$ cat src/rtl/stopwatch_ctrl.sv
// Stopwatch controller: IDLE/RUN/LAP/PAUSE state machine, centisecond BCD
// counter mm:ss.cc with lap latch, and a free-running debounce enable.
module stopwatch_ctrl #(
  parameter int CS_DIV  = 500000,
  parameter int DEB_DIV = 50000
) (
  input  logic        clk,
  input  logic        reset,
  input  logic        start_stop,
  input  logic        lap_reset,
  output logic        deb_en,
  output logic [1:0]  state,
  output logic [23:0] disp_bcd,
  output logic        wrap
);

  typedef enum logic [1:0] {
    ST_IDLE  = 2'b00,
    ST_RUN   = 2'b01,
    ST_LAP   = 2'b10,
    ST_PAUSE = 2'b11
  } state_t;

  localparam int CS_W  = (CS_DIV  > 2) ? $clog2(CS_DIV)  : 1;
  localparam int DEB_W = (DEB_DIV > 2) ? $clog2(DEB_DIV) : 1;
  localparam logic [CS_W-1:0]  CS_LAST  = CS_W'(CS_DIV - 1);
  localparam logic [CS_W-1:0]  CS_ONE   = CS_W'(1);
  localparam logic [DEB_W-1:0] DEB_LAST = DEB_W'(DEB_DIV - 1);
  localparam logic [DEB_W-1:0] DEB_ONE  = DEB_W'(1);
  localparam logic [23:0]      CNT_MAX  = 24'h595999;

  state_t            state_r;
  state_t            state_nxt_s;
  logic [CS_W-1:0]   cs_cnt_r;
  logic [DEB_W-1:0]  deb_cnt_r;
  logic [23:0]       count_r;
  logic [23:0]       lap_r;
  logic              deb_en_r;
  logic              wrap_r;
  logic              lap_load_s;
  logic              clear_cnt_s;
  logic              advancing_s;
  logic              cs_tick_s;

  // Ripple a +1 through six BCD digits; tens of seconds and minutes stop at 5.
  function automatic logic [23:0] bcd_inc(input logic [23:0] v);
    logic [23:0] r;
    logic        carry;
    logic [3:0]  limit;
    r     = v;
    carry = 1'b1;
    for (int i = 0; i < 6; i++) begin
      limit = ((i == 3) || (i == 5)) ? 4'd5 : 4'd9;
      if (carry) begin
        if (r[i*4 +: 4] == limit) begin
          r[i*4 +: 4] = 4'd0;
        end else begin
          r[i*4 +: 4] = r[i*4 +: 4] + 4'd1;
          carry       = 1'b0;
        end
      end
    end
    return r;
  endfunction

  // Next-state logic; start_stop has priority over lap_reset.
  always_comb begin
    state_nxt_s = state_r;
    lap_load_s  = 1'b0;
    clear_cnt_s = 1'b0;
    case (state_r)
      ST_IDLE: begin
        if (start_stop) state_nxt_s = ST_RUN;
        else            state_nxt_s = ST_IDLE;
      end
      ST_RUN: begin
        if (start_stop) begin
          state_nxt_s = ST_PAUSE;
        end else if (lap_reset) begin
          state_nxt_s = ST_LAP;
          lap_load_s  = 1'b1;
        end else begin
          state_nxt_s = ST_RUN;
        end
      end
      ST_LAP: begin
        if (start_stop)     state_nxt_s = ST_PAUSE;
        else if (lap_reset) state_nxt_s = ST_RUN;
        else                state_nxt_s = ST_LAP;
      end
      ST_PAUSE: begin
        if (start_stop) begin
          state_nxt_s = ST_RUN;
        end else if (lap_reset) begin
          state_nxt_s = ST_IDLE;
          clear_cnt_s = 1'b1;
        end else begin
          state_nxt_s = ST_PAUSE;
        end
      end
      default: state_nxt_s = ST_IDLE;
    endcase
  end

  // Prescaler advance qualifier and centisecond tick.
  always_comb begin
    advancing_s = (state_r == ST_RUN) || (state_r == ST_LAP);
    cs_tick_s   = advancing_s && (cs_cnt_r == CS_LAST);
  end

  // State register.
  always_ff @(posedge clk) begin
    if (reset) state_r <= ST_IDLE;
    else       state_r <= state_nxt_s;
  end

  // Debounce enable divider, free-running in every state.
  always_ff @(posedge clk) begin
    if (reset) begin
      deb_cnt_r <= {DEB_W{1'b0}};
      deb_en_r  <= 1'b0;
    end else if (deb_cnt_r == DEB_LAST) begin
      deb_cnt_r <= {DEB_W{1'b0}};
      deb_en_r  <= 1'b1;
    end else begin
      deb_cnt_r <= deb_cnt_r + DEB_ONE;
      deb_en_r  <= 1'b0;
    end
  end

  // Centisecond prescaler: cleared in IDLE, frozen in PAUSE.
  always_ff @(posedge clk) begin
    if (reset || (state_r == ST_IDLE) || cs_tick_s) cs_cnt_r <= {CS_W{1'b0}};
    else if (advancing_s)                           cs_cnt_r <= cs_cnt_r + CS_ONE;
    else                                            cs_cnt_r <= cs_cnt_r;
  end

  // Count, lap latch and roll-over pulse; lap captures the pre-tick value.
  always_ff @(posedge clk) begin
    if (reset) begin
      count_r <= 24'h000000;
      lap_r   <= 24'h000000;
      wrap_r  <= 1'b0;
    end else begin
      if (clear_cnt_s)    count_r <= 24'h000000;
      else if (cs_tick_s) count_r <= bcd_inc(count_r);
      else                count_r <= count_r;
      if (lap_load_s) lap_r <= count_r;
      else            lap_r <= lap_r;
      wrap_r <= cs_tick_s && (count_r == CNT_MAX);
    end
  end

  // Display source select.
  always_comb begin
    if (state_r == ST_LAP) disp_bcd = lap_r;
    else                   disp_bcd = count_r;
  end

  assign state  = state_r;
  assign deb_en = deb_en_r;
  assign wrap   = wrap_r;

endmodule

$ cat config.mk
export PLATFORM = sky130hd
export DESIGN_NAME = stopwatch_ctrl
export DESIGN_NICKNAME = d
export VERILOG_FILES = /design/src/rtl/stopwatch_ctrl.sv
export SDC_FILE = /design/constraint.sdc
export NUM_CORES = 1
export LEC_CHECK = 0
export ABC_AREA = 1
export CAP_MARGIN = 20
export CORE_UTILIZATION = 62
export CTS_CLUSTER_DIAMETER = 150
export CTS_CLUSTER_SIZE = 14
export DETAILED_ROUTE_END_ITERATION = 10
export MAX_ROUTING_LAYER = met4
export PLACE_DENSITY = 0.95
export SLEW_MARGIN = 15
export SYNTH_ARGS = -nofsm -noshare
export SYNTH_HDL_FRONTEND = slang
export SYNTH_SLANG_ARGS = --single-unit
$ cat constraint.sdc
create_clock -name clk -period 2.66 [get_ports clk]
set_clock_uncertainty 0.05 [all_clocks]
set_input_delay 0.399 -clock clk [delete_from_list [all_inputs] [get_ports clk]]
set_output_delay 0.399 -clock clk [all_outputs]
set_load 0.1 [all_outputs]
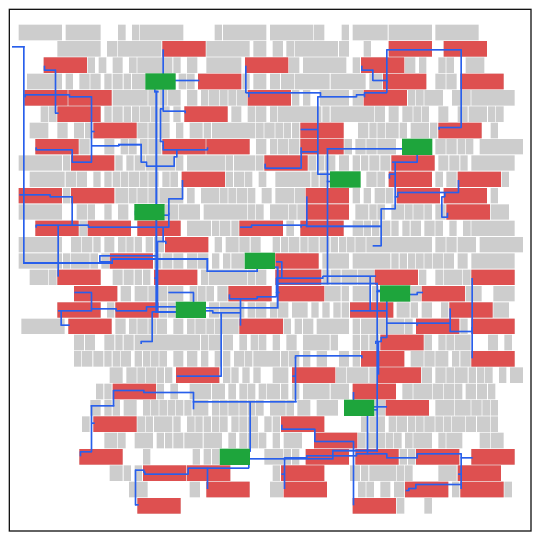
Figure 1: clock network drawn from the DEF.
(6 px per um)
legend:
  blue:
    item: clock wires
    length: 1030 um
  red:
    item: flip-flops
    count: 87
  green:
    item: clock drivers
    count: 9
flops lie: all over the die

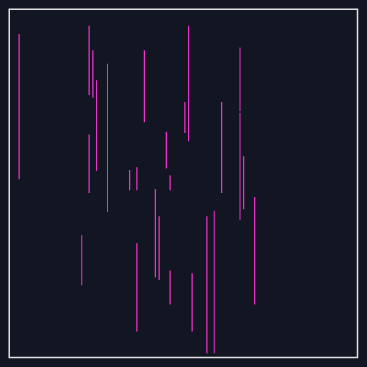
Figure 2: met4 routing.
(4 px per um)
nets with wire on the layer: 23
share of all routed wire: 4.3%
wire length on this layer: 481 um
main direction: vertical
longest straight run: 36.7 um
final WL: 11240 um
via count: 4423

==> qor.csv <==
metric,value,unit
status,completed,
top_cell,nand2_1,
syn_area,4449,um^2
bufAreaShareNonClock,10.66,%
clockRootBuffer,clkbuf_8,
sh_seq_area,31.88,%
power.internal,1.947,mW
setup_ws,0.3897,ns
overflow,0,
fin_area,5472,um^2
wl_met2,5705,um
seq_cell_power,1.34,mW
cts.sinks,87,
r2r-end,count_r[6],
critPathRequiredTime,2.90,ns
grt_max_degree,51,
seq_area,1744,um^2
hold_class,reg -> reg,
rrSetupSlack,0.39,ns
drt_first_pass_iters,5,
cts_hold_buf,0,
met1_usage,36.62,%
syn_nets,661,
top_layer,met4,
hold_ws,0.3965,ns
yosys-top-cells-area,"dfxtp_1 (39%), nand2_1 (10%), inv_1 (7.8%)",
synthAdderAreaFrac,1.687,%
yosysWarnings,0,
sh_comb_area,43.70,%
clk_pin_slew,0.09,ns
fill_cells,412,
logic_family,simple AND/OR/NAND/NOR gates,
simple_gate_share,29.58,%
clkPwrFrac,41.6,%
reg2reg_depth,10,
crit_type,reg -> reg,
syn_inst,651,
setup_viol,0,
combGateArea,2391,um^2
mostFrequentLayoutCell,nand2_1,
dpl.cell_count,764,
drt-initial-drc-count,454,
synth_area_per_cell,6.835,um^2
arrival,2.51,ns
layout-area-overhead-vs-synth,22.98,%
critPathCaptureType,flip-flop,
hold_viol_final,0,
n_clock_buffer,11,
maxCapViolCount,0,
portBuffers,31,
pg_clk,1.06,mW
largestClassByArea,combinational gates,
rsz0062_at_grt,no,
die_w,86.71,um
switching_power,609.2,uW
power_leader,registers,
enable_flop_cells,0,
irDropWorstVdd,0.2603,mV
holdPathEnd,lap_r[18],
async_reset_ff_share,0,%
cts_setup_buffers,0,
clock_latency,0.37,ns
finalClockPeriodUsage,85.35,%
grt_pass1_wl,19030,um
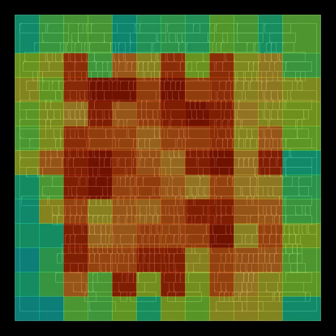
Figure 3: routing congestion.
global-route met2 utilization: 56.64%
GR Layer Usage met3: 6.476%
fin util: 79.65%
Routed WL per cell: 14.41 um

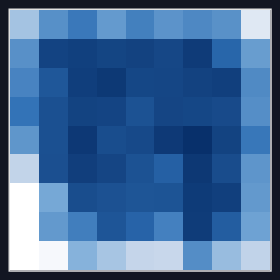
Figure 4: placement density heat map.
(3 px per um) 9 x 9 tiles, from white (low) to dark blue (high), 0 to 100% covered.
fullest tile: 100%
emptiest ninth of the die: lower left
nearly empty tiles: 3.7%
tiles over 75% full: 56%
mean over tiles: 71%
area of the core: 6869 um^2
Initial Util: 64.77%

how the worst max path moves through the flow:
stage,cells past startpoint,from,to,slack [ns]
2_1_floorplan,4,state[0],disp_bcd[0],-0.001
3_3_place_gp,9,state[0],cs_cnt_r[0],0.64
3_5_place_dp,11,state[0],count_r[13],0.51
4_1_cts,10,state[0],count_r[6],0.42
5_1_grt,10,state[1],count_r[6],0.24
6_report,10,state[0],count_r[6],0.39
worst max-delay path, cell delays in order (launching register included):
cell and delay, ns:
dfxtp_2 0.37, inv_1 0.07, ha_1 0.47, nand3_1 0.20, clkinv_1 0.13, nand3_4 0.10
nor2_8 0.28, nand2_4 0.10, nor2_2 0.17, nand2_1 0.10, a21oi_1 0.16
